==> src/rtl/exe_pkg.sv <==
// Shared types and constants for the EXE arbiter: FSM states, ALU opcodes
// and CPSR flag bit positions.
package exe_pkg;

  typedef enum logic [1:0] {
    IDLE = 2'd0,
    EXEC = 2'd1,
    RESP = 2'd2
  } state_t;

  localparam logic [2:0] ALU_ADD = 3'd0;
  localparam logic [2:0] ALU_SUB = 3'd1;
  localparam logic [2:0] ALU_AND = 3'd2;
  localparam logic [2:0] ALU_ORR = 3'd3;
  localparam logic [2:0] ALU_EOR = 3'd4;
  localparam logic [2:0] ALU_MOV = 3'd5;
  localparam logic [2:0] ALU_MVN = 3'd6;
  localparam logic [2:0] ALU_NOP = 3'd7;

  localparam int CPSR_N = 31;
  localparam int CPSR_Z = 30;
  localparam int CPSR_C = 29;
  localparam int CPSR_V = 28;

endpackage

==> src/rtl/rr_arb2.sv <==
// Two-input grant logic: round-robin on ties, or port 0 always wins when
// FIXED_PRIO is set. last_grant only moves when a grant is actually taken.
module rr_arb2 #(
  parameter bit FIXED_PRIO = 1'b0
) (
  input  logic clk,
  input  logic rst_n,
  input  logic valid0,
  input  logic valid1,
  input  logic update,
  output logic grant,
  output logic any
);

  logic last_grant;

  always_comb begin
    any = valid0 | valid1;
    if (valid0 && valid1) begin
      grant = FIXED_PRIO ? 1'b0 : ~last_grant;
    end else begin
      grant = valid1;
    end
  end

  // Resetting to 1 lets port 0 win the first tie.
  always_ff @(posedge clk or negedge rst_n) begin
    if (!rst_n) begin
      last_grant <= 1'b1;
    end else if (update && any) begin
      last_grant <= grant;
    end
  end

endmodule

==> src/rtl/alu_arbiter.sv <==
// Shares one EXE/ALU datapath between pipeline issue (port 0) and the
// AGU/debug unit (port 1); returns results on a valid/ready channel and owns CPSR.
module alu_arbiter
  import exe_pkg::*;
#(
  parameter logic [31:0] CPSR_RESET = 32'h0000_0000,
  parameter bit          FIXED_PRIO = 1'b0
) (
  input  logic        clk,
  input  logic        rst_n,
  input  logic        req0_valid,
  output logic        req0_ready,
  input  logic [31:0] req0_reg1,
  input  logic [31:0] req0_reg2,
  input  logic [31:0] req0_imm,
  input  logic [2:0]  req0_oc,
  input  logic        req0_ir_op,
  input  logic        req0_setf,
  input  logic        req1_valid,
  output logic        req1_ready,
  input  logic [31:0] req1_reg1,
  input  logic [31:0] req1_reg2,
  input  logic [31:0] req1_imm,
  input  logic [2:0]  req1_oc,
  input  logic        req1_ir_op,
  input  logic        req1_setf,
  output logic [31:0] exe_reg1_val,
  output logic [31:0] exe_reg2_val,
  output logic [31:0] exe_immediate,
  output logic [2:0]  exe_alu_oc,
  output logic        exe_ir_op,
  input  logic [32:0] exe_result,
  input  logic [31:0] exe_cpsr_val,
  output logic        rsp_valid,
  input  logic        rsp_ready,
  output logic        rsp_id,
  output logic [32:0] rsp_result,
  output logic [31:0] cpsr,
  output logic        busy
);

  state_t state_reg, state_next;
  logic   accept_ok;
  logic   accept;
  logic   grant;
  logic   grant_any;
  logic   setf_reg;
  logic   id_reg;

  rr_arb2 #(.FIXED_PRIO(FIXED_PRIO)) u_arb (
    .clk    (clk),
    .rst_n  (rst_n),
    .valid0 (req0_valid),
    .valid1 (req1_valid),
    .update (accept),
    .grant  (grant),
    .any    (grant_any)
  );

  // A new op may enter while the previous response is being consumed.
  assign accept_ok  = (state_reg == IDLE) || ((state_reg == RESP) && rsp_ready);
  assign accept     = accept_ok && grant_any;
  assign req0_ready = accept && !grant;
  assign req1_ready = accept && grant;

  always_comb begin
    state_next = state_reg;
    rsp_valid  = 1'b0;
    busy       = 1'b1;
    case (state_reg)
      IDLE: begin
        busy = 1'b0;
        if (accept) state_next = EXEC;
      end
      EXEC: state_next = RESP;
      RESP: begin
        rsp_valid = 1'b1;
        if (rsp_ready) state_next = accept ? EXEC : IDLE;
      end
      default: state_next = IDLE;
    endcase
  end

  always_ff @(posedge clk or negedge rst_n) begin
    if (!rst_n) begin
      state_reg <= IDLE;
    end else begin
      state_reg <= state_next;
    end
  end

  // Operand latch: exe_* hold their last values until the next accept.
  always_ff @(posedge clk or negedge rst_n) begin
    if (!rst_n) begin
      exe_reg1_val  <= '0;
      exe_reg2_val  <= '0;
      exe_immediate <= '0;
      exe_alu_oc    <= '0;
      exe_ir_op     <= 1'b0;
      setf_reg      <= 1'b0;
      id_reg        <= 1'b0;
    end else if (accept) begin
      exe_reg1_val  <= grant ? req1_reg1  : req0_reg1;
      exe_reg2_val  <= grant ? req1_reg2  : req0_reg2;
      exe_immediate <= grant ? req1_imm   : req0_imm;
      exe_alu_oc    <= grant ? req1_oc    : req0_oc;
      exe_ir_op     <= grant ? req1_ir_op : req0_ir_op;
      setf_reg      <= grant ? req1_setf  : req0_setf;
      id_reg        <= grant;
    end
  end

  // Result capture and flag writeback happen on the single EXEC edge.
  always_ff @(posedge clk or negedge rst_n) begin
    if (!rst_n) begin
      rsp_result <= '0;
      rsp_id     <= 1'b0;
      cpsr       <= CPSR_RESET;
    end else if (state_reg == EXEC) begin
      rsp_result <= exe_result;
      rsp_id     <= id_reg;
      if (setf_reg) begin
        cpsr[CPSR_N:CPSR_V] <= exe_cpsr_val[CPSR_N:CPSR_V];
      end
    end
  end

endmodule

==> config.mk <==
export PLATFORM = sky130hd
export DESIGN_NAME = alu_arbiter
export DESIGN_NICKNAME = d
export VERILOG_FILES = /design/src/rtl/exe_pkg.sv /design/src/rtl/rr_arb2.sv /design/src/rtl/alu_arbiter.sv
export SDC_FILE = /design/constraint.sdc
export NUM_CORES = 1
export LEC_CHECK = 0
export ABC_AREA = 1
export CORE_AREA = 10 10 164 166
export DETAILED_ROUTE_END_ITERATION = 10
export DIE_AREA = 0 0 174 176
export PLACE_DENSITY = 0.68
export SLEW_MARGIN = 20
export SYNTH_ARGS = -nofsm -noshare
export SYNTH_HDL_FRONTEND = slang
export SYNTH_HIERARCHICAL = 1
export SYNTH_SLANG_ARGS = --single-unit
==> constraint.sdc <==
create_clock -name clk -period 2.9 [get_ports clk]
set_clock_uncertainty 0.1 [all_clocks]
set_input_delay 0.29 -clock clk [delete_from_list [all_inputs] [get_ports clk]]
set_output_delay 0.29 -clock clk [all_outputs]
set_load 0.005 [all_outputs]
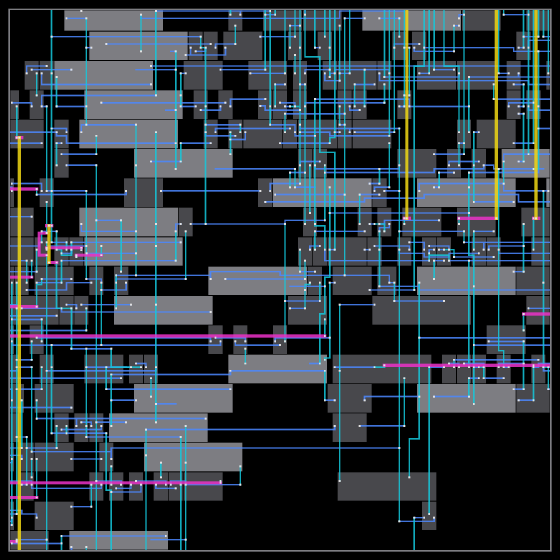
Figure 1: run 1, layout detail.
Region (18, 107) to (68, 157) um. Cells in grey, sequential cells in the stronger grey; small squares are vias.
[M4] yellow
[M3] magenta
[M2] cyan
[M1] blue
netlist names of flops here include: exe_immediate (11), exe_reg1_val (5), exe_alu_oc (2)
cells with their middle in the window: 150
sequential cells in the window: 20
most frequent: nand2_1 (88), clkdlybuf4s50_1 (35), dfrtp_1 (20)

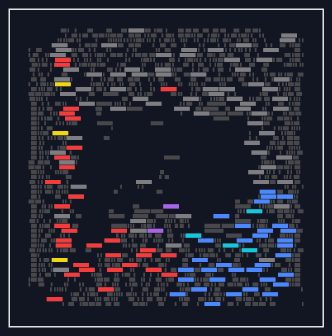
Figure 2: run 1, sequential cells coloured by netlist name.
Other sequential cells in the stronger grey, the rest of the logic in the fainter grey.
[exe_reg1_val] red | sequential cells: 32
[exe_alu_oc] yellow | sequential cells: 3
[rsp_result] blue | sequential cells: 33 | where: bottom right
[cpsr] cyan | sequential cells: 4 | where: bottom right
[state_reg] purple | sequential cells: 2
not coloured: 69
final core utilization: 0.4838
Seq/total area: 0.3106
seq pwr: 3.46 mW
register area: 3580 um^2

==> flow_summary.toml, run 1 <==
# implementation run metrics
[finish]
nNetsFinal = 1609
drive_gt1_frac = 0.03630
insertedDiodeCount = 0
largest_reg_flops = 33

[placed_design]
hpwl_mm = 19.83
post-place-ws_ps = 499.1
gp_congestion = 0.8124
dpl_cell_area_um2 = 10920

[global_route]
grt_max_degree = 104
track_usage = 0.1631
antenna_found_initial = 1
grt_pass1_wl_mm = 39.96
grt_overflow_total = 0

[clock_tree]
ctsResizeCount = 0
clock-sinks = 143
cts_max_level = 4
clock_path_buffers = 2

[synth]
synth.distinct_cells = 17
synth.cellmix.simpleShare = 0.4037
ys_top_logic_family = "simple AND/OR/NAND/NOR gates"
ys_ff = 143
syn-instance-count = 975
yosysMostFrequentCell = "nand2_1"
synthAoiAreaFrac = 0.001442
synth_top_area_share = 0.5121

[power]
switching_share = 0.3500
ir_worst_vdd_v = 0.0006410
switching_power_mw = 3.615

[worst_setup_path]
crit_slowest_cell = "clkdlybuf4s50_1"
required_ps = 2510
end_kind = "output pin"
worstSetupPathType = "flip-flop to output pin"
worst-path-stages = 4

[timing]
hold_viol = 0
final-setup-viol-count = 0
fin_crit_ps = 2381
rsz0062_at_grt = "no"
worstMarginPinSlew_ps = 608.5
relSlewSlack = 0.5943
setup_ws_ps = 519.2
slew_viol_final = 0

[routing]
vias = 7064
wl_per_cell_um = 15.77

[floorplan]
die_w_um = 174

[status]
status = "complete, no violations"
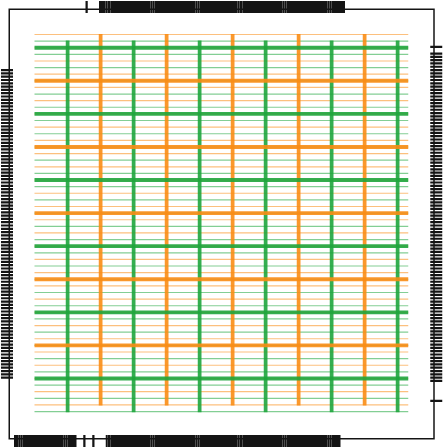
Figure 3: run 1, floorplan with the power grid.
Pins as bars on the die edge.
[VDD] orange
[VSS] green
met4 straps: 11
met1 rails: 58
rows: 57
met5 straps: 11
area of the core: 23820 um^2
chip height: 176 um

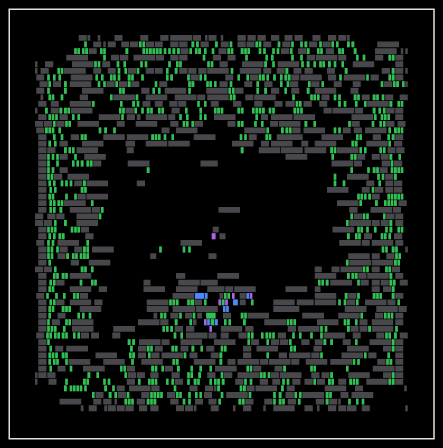
Figure 4: run 1, selected gate families.
[nor cells] blue | cells: 8
[nand cells] green | cells: 733 | where: widely spread
[inv cells] purple | cells: 7
logic share of the area: 0.2544
final cell count without fillers: 1674
commonest non-fill, non-tap cell in the layout: nand2_1

run 1: cell families (layout without fill, tap and decap cells):
family / count (synthesis) / in the layout
AND/OR/NAND/NOR: 743 / 743
buffers and inverters: 86 / 434
flip-flops: 143 / 143
other: 1 / 28
AND-OR/OR-AND: 2 / 2
run 1: cells in the final DEF (no fill, tap or decap), types with 3 or more instances in the layout:
master             n
nand2_1          730
clkdlybuf4s50_1  384
dfrtp_1          142
conb_1            28
clkbuf_16         17
inv_6              7
nor2_1             6
inv_1              5
buf_4              5
buf_12             4
clkinv_2           3
inv_8              3
run 1: layout make-up:
| type | instances | share of cell area |
|---|---|---|
| repair buffers | 395 | 0.3456 |
| flip-flops and latches | 143 | 0.3106 |
| multi-input cells | 773 | 0.2544 |
| clock buffers | 17 | 0.03691 |
| well taps | 324 | 0.03518 |
| clock inverters | 15 | 0.01498 |
| inverters | 7 | 0.002388 |
run 1: layer usage:
metal,track usage,up-vias,routed length (um)
li1,-,3572,-
met2,0.2842,262,13000
met5,0,-,0
met3,0.05980,34,1930
met1,0.1801,3196,10750
met4,0.05771,0,723
run 1: final timing paths:
check	from	to	slack, ps
setup / recovery	u_arb/last_grant	req0_ready	520
hold / removal	rst_n	rsp_result[19]	260
setup reg to reg	u_arb/last_grant	exe_reg2_val[13]	890
hold reg to reg	id_reg	id_reg	370
max in group asynchronous	rst_n	exe_reg1_val[28]	1640
min in group clk	exe_result[12]	rsp_result[12]	310
run 1: power by group through the flow:
stage	Combinational, mW	Clock, mW	Sequential [mW]
finish	4.61	2.26	3.46
CTS	4.73	2.32	3.46
global placement	4.67	0	3.44
detailed placement	4.71	0	3.48
floorplan	1.77	0	3.53
global route	5.09	2.39	3.57
run 1: timing repair:
action                                 4_1_cts  5_1_grt
setup buffers                                0        0
hold buffers                                 1        0
endpoints found under the hold margin       40        0
Figure 5. Clock routing (run 1).
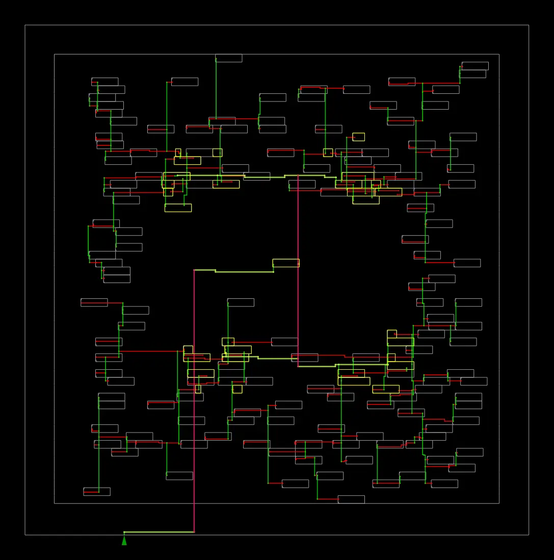

==> run 2, diff against run 1 <==
Settings changed: CORE_AREA 10 10 164 166 to 10 10 165 167, DIE_AREA 0 0 174 176 to 0 0 175 177, PLACE_DENSITY 0.68 to 0.7.
Clock period 2.9 ns to 1.93 ns, I/O delays scaled along.
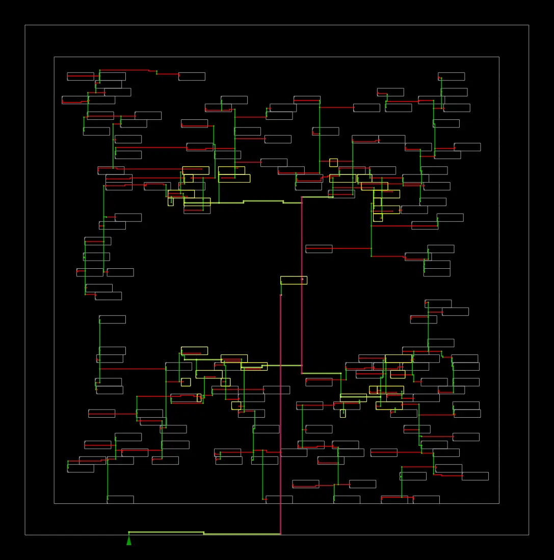
Figure 6: run 2, clock routing.
clock sink total: 143
Late-Pin Clk Latency: 410 ps
clkbuf count: 20
registers: 143

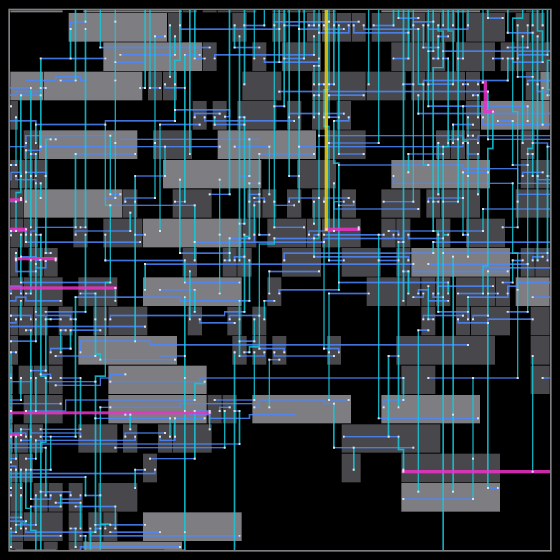
Figure 7: run 2, layout detail.
Region (19, 108) to (69, 158) um. Cells in grey, sequential cells in the stronger grey; small squares are vias.
[M2] cyan
[M4] yellow
[M1] blue
[M3] magenta
cells with their middle in the window: 164
sequential cells in the window: 19
netlist names of flops here include: exe_immediate (13), exe_reg2_val (3), exe_alu_oc (2)
most frequent: nand2_1 (104), clkdlybuf4s50_1 (35), dfrtp_1 (19)

==> run 2 against run 1 <==
- die size is 1.1% higher
- core utilization is 0.46 points higher
- register-to-register slack worse by 720 ps
- critical endpoint is now req1_ready
==> flow_summary.toml, run 2 <==
# implementation run metrics
[finish]
final_cell_count_no_fill = 1688
final_util = 0.4885
largest_reg_flops = 33
drive_gt1_frac = 0.04696
final_cell_mix = "729 x nand2_1, 382 x clkdlybuf4s50_1, 142 x dfrtp_1"
nNetsFinal = 1623
layout.cells.most_common = "nand2_1"
seq_area_um2 = 3580

[synth]
synthAoiAreaFrac = 0.001442
yosysTopAreaCell = "dfrtp_1"
synth_seq_share = 0.5159
synth_top_area_share = 0.5121
yosysMostFrequentCell = "nand2_1"
ys_ff = 143
synth.distinct_cells = 17
ys_top_logic_family = "simple AND/OR/NAND/NOR gates"
synth.cellmix.simpleShare = 0.4037
syn-instance-count = 975

[global_route]
grt_pass1_vias = 7240
antenna_found_initial = 1
grt_max_degree = 59
track_usage = 0.1681
grt_pass1_wl_mm = 41.18

[power]
switching_share = 0.3483
ir_worst_vdd_v = 0.0005820
switching_power_mw = 5.432

[worst_setup_path]
worstSetupPathType = "flip-flop to output pin"
required_ps = 1640
end_kind = "output pin"
crit_slowest_cell = "dfstp_2"

[placed_design]
dpl_cell_area_um2 = 11110
gp_congestion = 0.8349
post-place-ws_ps = -207.6

[clock_tree]
clock_path_buffers = 2
cts_max_level = 4

[status]
status = "complete, no violations"

[timing]
final-setup-viol-count = 0
hold_viol = 0
slew_viol_final = 0
rsz0062_at_grt = "no"

[floorplan]
die_h_um = 177
die_w_um = 175

[routing]
wl_per_cell_um = 16.05
vias = 7110
routedLengthMet1_mm = 10.90
routed.top_layer = "met4"
wl_met2_mm = 13.93
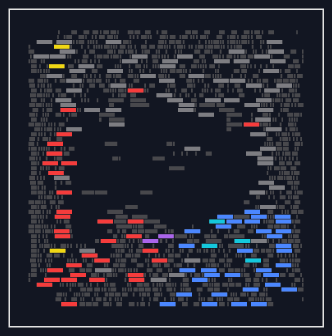
Figure 8: run 2, sequential cells coloured by netlist name.
Other sequential cells in the stronger grey, the rest of the logic in the fainter grey.
[rsp_result] blue | sequential cells: 33 | where: bottom right
[cpsr] cyan | sequential cells: 4
[exe_reg1_val] red | sequential cells: 32
[state_reg] purple | sequential cells: 2
[exe_alu_oc] yellow | sequential cells: 3
not coloured: 69

run 2: cell count changes in the layout (fill, tap and decap cells not counted), moves of 2 or more:
| cell | change |
|---|---|
| buf_4 | +6 |
| buf_12 | +8 |
| clkdlybuf4s50_1 | -2 |
| inv_6 | -4 |
| inv_8 | -3 |
| clkbuf_8 | +2 |
| clkinvlp_4 | +2 |
| dlygate4sd2_1 | +2 |
| clkinv_4 | +2 |
run 2: worst max-delay path, delay by kind of cell, from the launching register on:
family                 cells  cell delay (ps)
buffers and inverters      2              290
and+or+nand+nor            3              300
DFF                        1              540
run 2: what timing repair did:
item | 4_1_cts | 5_1_grt
gates resized | 3 | 2
hold endpoints to repair | 61 | 0
setup endpoints to repair | 2 | 1
hold buffers | 1 | 0
setup buffers | 0 | 1
run 2: final cells by class:
class,instances,area share
well taps,324,0.03463
flip-flops and latches,143,0.3058
multi-input cells,773,0.2513
inverters,7,0.002352
clock buffers,20,0.03902
clock inverters,11,0.009086
diodes,1,0.0002138
repair buffers,409,0.3576
run 2: kinds of logic (layout without fill, tap and decap cells):
kind of cell	after synthesis	in the layout
buf+inv	86	447
flops	143	143
other cells	1	29
simple gates	743	743
compound gates	2	2
run 2: final timing paths:
check | endpoint | startpoint | depth (start not counted) | slack (ps)
max | req1_ready | u_arb/last_grant | 5 | 90
max reg2reg | exe_reg2_val[17] | u_arb/last_grant | 9 | 170
min in group clk | rsp_result[13] | exe_result[13] | 3 | 210
min | rsp_result[20] | rst_n | 2 | 170
max in group asynchronous | u_arb/last_grant | rst_n | 3 | 910
min reg2reg | exe_reg2_val[30] | exe_reg2_val[30] | 2 | 380
run 2: metal layers:
layer	vias up	global-route usage
li1	3598	-
met4	0	0.04203
met3	21	0.05526
met2	250	0.2979
met5	-	0
met1	3241	0.1914
run 2: power groups by stage:
stage,logic (mW),clock network (mW),registers [mW]
after floorplan,2.66,0,5.31
after global placement,7.24,0,5.19
after detailed placement,7.32,0,5.24
after CTS,7.35,3.28,5.22
after global routing,7.95,3.43,5.42
final,7.19,3.19,5.22
Figure 9. Selected gate families (run 2).
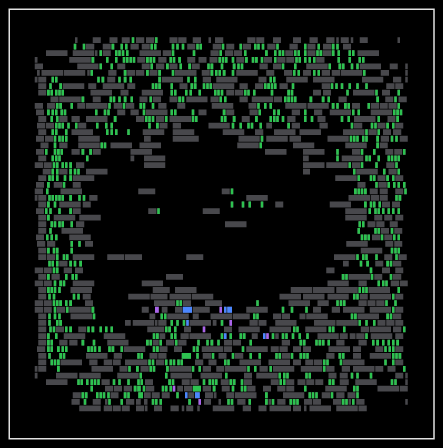

==> run 3, diff against run 2 <==
Settings changed: CORE_AREA 10 10 165 167 to 2 2 172 174, DIE_AREA 0 0 175 177 to 0 0 174 176, PLACE_DENSITY 0.7 to 0.6.
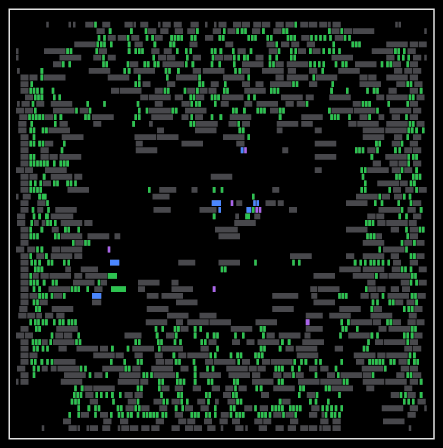
Figure 10: run 3, selected gate families.
[nand cells] green | cells: 733 | where: widely spread
[nor cells] blue | cells: 8 | where: middle
[inv cells] purple | cells: 7 | where: middle
final cell count without fillers: 1753
logic share of the area: 0.2501

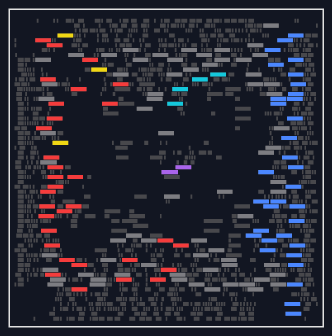
Figure 11: run 3, sequential cells coloured by netlist name.
Other sequential cells in the stronger grey, the rest of the logic in the fainter grey.
[exe_reg1_val] red | sequential cells: 32
[state_reg] purple | sequential cells: 2
[cpsr] cyan | sequential cells: 4 | where: top middle
[rsp_result] blue | sequential cells: 33 | where: a vertical strip on the right
[exe_alu_oc] yellow | sequential cells: 3
not coloured: 69
register area: 3581 um^2
seq pwr: 5.20 mW
Seq/total area: 0.3022
final core utilization: 0.4151

==> run 3 against run 2 <==
- synthesized cell count stayed put
- fmax decreased by 0.96%
- core utilization fell by 7.3 points
- design area increased by 1.2%
- hold slack got worse by 7.5 ps
- combinational power down 0.8%
- via count grew 1.1%
- first-iteration DRC count is 21% lower
- wire length decreased by 7.5%
- count of clock-buffer cells in the layout shrank 1
- highest routed layer unchanged
==> flow_summary.toml, run 3 <==
# implementation run metrics
[status]
status = "complete, no violations"

[worst_setup_path]
path_buffers = 2
end_kind = "output pin"
worstSetupPathType = "flip-flop to output pin"
cp_top_family = "flip-flops"
required_ps = 1640
crit_slowest_cell = "dfstp_2"

[synth]
synth_top_area_share = 0.5121
ys_ff = 143
yosysMostFrequentCell = "nand2_1"
syn-instance-count = 975
yosysTopAreaCell = "dfrtp_1"
synth.distinct_cells = 17

[job]
warnings = 55

[floorplan]
die_w_um = 174

[timing]
hold_viol = 0

[routing]
wl_per_cell_um = 14.30
vias = 7191

[global_route]
grt_max_degree = 69
grt_pass1_wl_mm = 38.11
grt_pass1_vias = 6928
track_usage = 0.1587
antenna_found_initial = 0

[placed_design]
dpl_cell_area_um2 = 11190
gp_congestion = 0.7787

[power]
ir_worst_vdd_v = 0.0004694

[finish]
final_cell_mix = "728 x nand2_1, 380 x clkdlybuf4s50_1, 141 x dfrtp_1"
layout.cells.most_common = "nand2_1"
largest_reg_flops = 33
nNetsFinal = 1628
insertedDiodeCount = 0

[clock_tree]
clock_path_buffers = 2
clock-sinks = 143
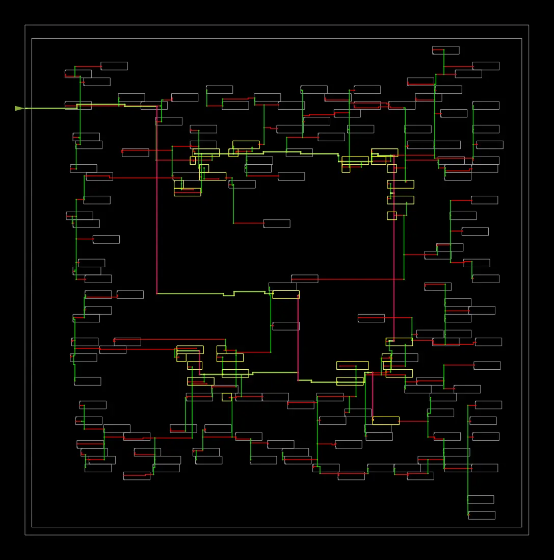
Figure 12: run 3, clock routing.
Late-Pin Clk Latency: 420 ps
clkbuf count: 19

==> run 3: path summary, 6_finish.rpt <==
kind	from	endpoint	slack, ps	cells past startpoint
worst min register to register	exe_alu_oc[0]	exe_alu_oc[0]	380	2
max in group asynchronous	rst_n	rsp_result[3]	930	3
worst min-delay path	rst_n	rsp_result[31]	170	2
worst max-delay path	u_arb/last_grant	req0_ready	70	5
worst max register to register	u_arb/last_grant	exe_reg2_val[1]	120	7
min in group clk	exe_result[23]	rsp_result[23]	210	3
==> run 3: timing repair <==
action | 4_1_cts | 5_1_grt
pin swaps | 0 | 1
gates resized | 12 | 7
endpoints found under the hold margin | 122 | 0
setup buffers | 0 | 2
endpoints found under the setup margin | 3 | 4
hold buffers | 1 | 0
cloned | 0 | 1
==> run 3: cells by family (layout without fill, tap and decap cells) <==
family                 after synthesis  in the layout  synth area share
buffers and inverters               86            453           0.07844
AOI/OAI and AO/OA                    2              2          0.001441
and+or+nand+nor                    743            743            0.4037
other                                1             28         0.0005404
DFF                                143            143            0.5159
==> run 3: cell type report <==
type | count | area, um^2 | share of cell area
Clock inverter | 13 | 128.9 | 0.01088
Multi-Input combinational cell | 773 | 2964 | 0.2501
Timing Repair Buffer | 414 | 4215 | 0.3557
Sequential cell | 143 | 3581 | 0.3022
Inverter | 7 | 27.53 | 0.002323
Tap cell | 384 | 480.5 | 0.04054
Clock buffer | 19 | 452.9 | 0.03822
==> run 3: metal layers <==
| metal | up-vias | GRT usage | routed length [um] |
|---|---|---|---|
| li1 | 3603 | - | - |
| met1 | 3312 | 0.1914 | 10630 |
| met2 | 254 | 0.2757 | 12250 |
| met3 | 22 | 0.04910 | 1842 |
| met4 | 0 | 0.04097 | 344 |
| met5 | - | 0 | 0 |
==> run 3: stage by stage <==
stage | setup slack (ps) | std cells
floorplan | 389.2 | 1002
global placement | -347.7 | 1717
detailed placement | -343.1 | 1717
CTS | -7.277 | 1750
global route | -0.5650 | 1753
finish | 72.01 | 1753
==> run 3: power breakdown <==
group          internal (mW)  total, mW  switching (mW)  leakage (nW)
Sequential              4.43       5.20           0.771          1.77
Clock                   1.87       3.26            1.39         0.281
Combinational           3.87       7.13            3.26          3.97
Power is estimated from default activity; no workload was simulated.
